==> config.mk <==
export PLATFORM = sky130hd
export DESIGN_NAME = rsa_modexp_ctrl
export DESIGN_NICKNAME = d
export VERILOG_FILES = /design/src/rtl/rsa_modexp_ctrl.sv
export SDC_FILE = /design/constraint.sdc
export NUM_CORES = 1
export LEC_CHECK = 0
export ABC_AREA = 1
export CAP_MARGIN = 30
export CORE_MARGIN = 2
export CORE_UTILIZATION = 45
export CTS_BUF_LIST = sky130_fd_sc_hd__clkbuf_4 sky130_fd_sc_hd__clkbuf_8
export DETAILED_ROUTE_END_ITERATION = 10
export PLACE_DENSITY = 0.73
export RECOVER_POWER = 50
export SLEW_MARGIN = 25
export SYNTH_ARGS = -nofsm -noshare
export SYNTH_HDL_FRONTEND = slang
export SYNTH_SLANG_ARGS = --single-unit
==> constraint.sdc <==
create_clock -name clk -period 5.6 [get_ports clk]
set_clock_uncertainty 0.1 [all_clocks]
set_input_delay 1.68 -clock clk [delete_from_list [all_inputs] [get_ports clk]]
set_output_delay 1.68 -clock clk [all_outputs]
set_load 0.01 [all_outputs]
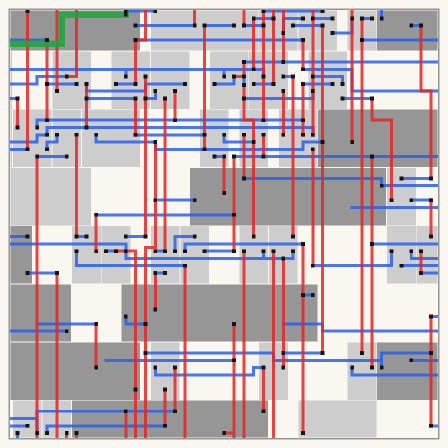
**Above:** zoomed window.
Window x 79 to 99, y 20 to 40 um. Cells in gray, sequential cells in the stronger gray; small squares are vias.
Red stands for met2. Blue stands for met1. Green stands for met3.
Sequential cells in the window: 6. 37 logic cells have their middle in the window. Most frequent: nand2_1 (18), nand3_1 (6), dfrtp_1 (6).

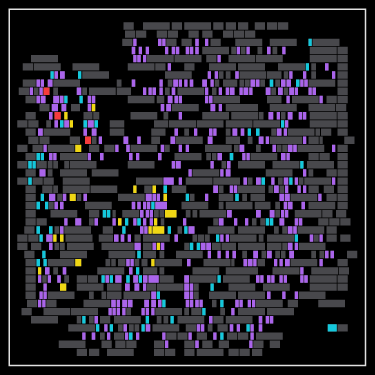
**Above:** logic cells by family.
(3 px per um)
Yellow stands for NOR gates, cells 20, most used nor2_1. Cyan stands for inverters, cells 71, most used inv_1, where all over the die. Red stands for AND and OR gates, cells 3, most used or2_2. Purple stands for NAND gates, cells 337, most used nand2_1, where all over the die.
fin cells: 1034
most numerous logic cell after layout: nand2_1
logic share of the area: 27.71%

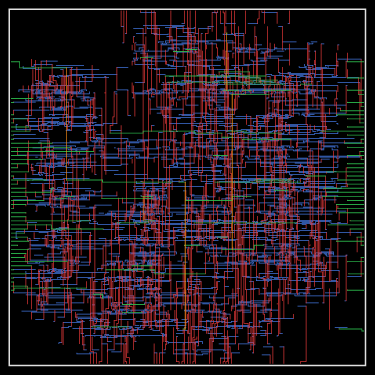
**Above:** metal layers overlaid.
(3 px per um)
Red stands for met2, wire length 7230 um. Orange stands for met4, wire length 165 um. Blue stands for met1, wire length 6700 um. Green stands for met3, wire length 1150 um.
DRT Wirelength: 15240 um
WL per Instance: 14.74 um
total track usage: 22.34%
via count: 5283

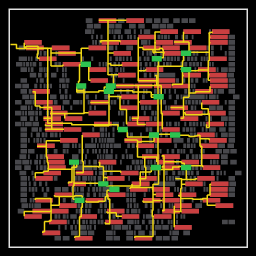
**Above:** clock wires, drivers and flops.
(2 px per um)
Red stands for flip-flops, count 130. Yellow stands for clock wires, length 1550 um. Green stands for cells driving clock nets, count 17.
There are 18 routed clock nets. Position of the flops: all over the die.
Clock Power Share: 21.4%
clock network power: 888 uW
Latency at later pin: 0.43 ns

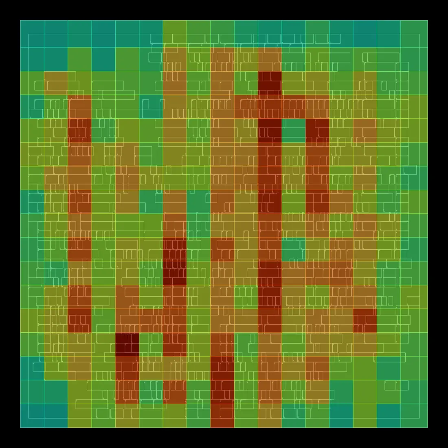
**Above:** congestion heat map.
GRT met2 Usage: 35.98%
met1 GRT Util: 29.81%
Post-Route Utilization: 61.69%
GRT busiest layer: met2
grt met3 use: 6.129%

==> impl_metrics.tcl <==
# collected from the flow reports
set metrics [dict create \
    grt_pass1_vias 5123 \
    place_congestion 0.8902 \
    antenna_found_initial 1 \
    outcome "finished, violations left" \
    common_cells "251 x nand2_1, 130 x dfrtp_1, 86 x o21ai_0" \
    slew_viol_final 79 \
    crit_required_ns 5.84 \
    drtAntennaViolNets 0 \
    hold_viol_final 0 \
    p_seq_share_pct 37.4 \
    cts_setup_buffers 0 \
    edf_count 0 \
    drc 0 \
    fin_crit_sh_pct 77.41 \
    nFillCells 1128 \
    netlist_area_um2 5871 \
    netSwitchingPower_mw 1.616 \
    cts-resized-gates 0 \
    nonClockInverterCount 71 \
    yosys-stat-area_um2 5871 \
    dp.final_hpwl_um 10580 \
    rows 41 \
    ys_cells 716 \
    leakagePower_nw 3.716 \
    dieArea_um2 13980 \
    place_ws_ns 1.286 \
    via_per_inst 5.109 \
    antennaDiodeCount 1 \
    grt-ovfl-total 0 \
    failed_checks "capacitance limit, slew limit" \
    hold_path_depth 2 \
    tns_ns 0 \
    power.internal_mw 2.541 \
    yosysUniqueCellTypes 29 \
    dr.first_iter.drc_count 422 \
    worstSetupStartpointType "input port" \
    cp_common_cell "nand2_1" \
    cap_violations 2 \
    min_period_ns 4.335 \
    clkbuf_count 20 \
]
## per-stage QoR
stage | cells | instance area (um2) | util (%) | hold slack (ns)
2_1_floorplan | 716 | 5871 | - | 0.3492
3_3_place_gp | 1000 | 7372 | 58.18 | 0.3605
3_5_place_dp | 1001 | 7387 | 58.30 | 0.3615
4_1_cts | 1033 | 7834 | 61.82 | 0.3810
5_1_grt | 1034 | 7816 | 61.69 | 0.3980
6_report | 1034 | 7816 | 61.69 | 0.3795
## placed cells by master, fill, tap and decap left out, drive strengths merged, types with 3 or more instances in the layout
cell type and n:
a21oi 3, bufinv 4, clkbuf 24, clkdlybuf4s50 140, clkinv 6, dfrtp 130, dlygate4sd3 3, inv 72
nand2 254, nand3 74, nand4 9, nor2 16, nor4 4, o21ai 107, or2 3
Power figures rest on the tool's default switching activity, not on a simulated workload.
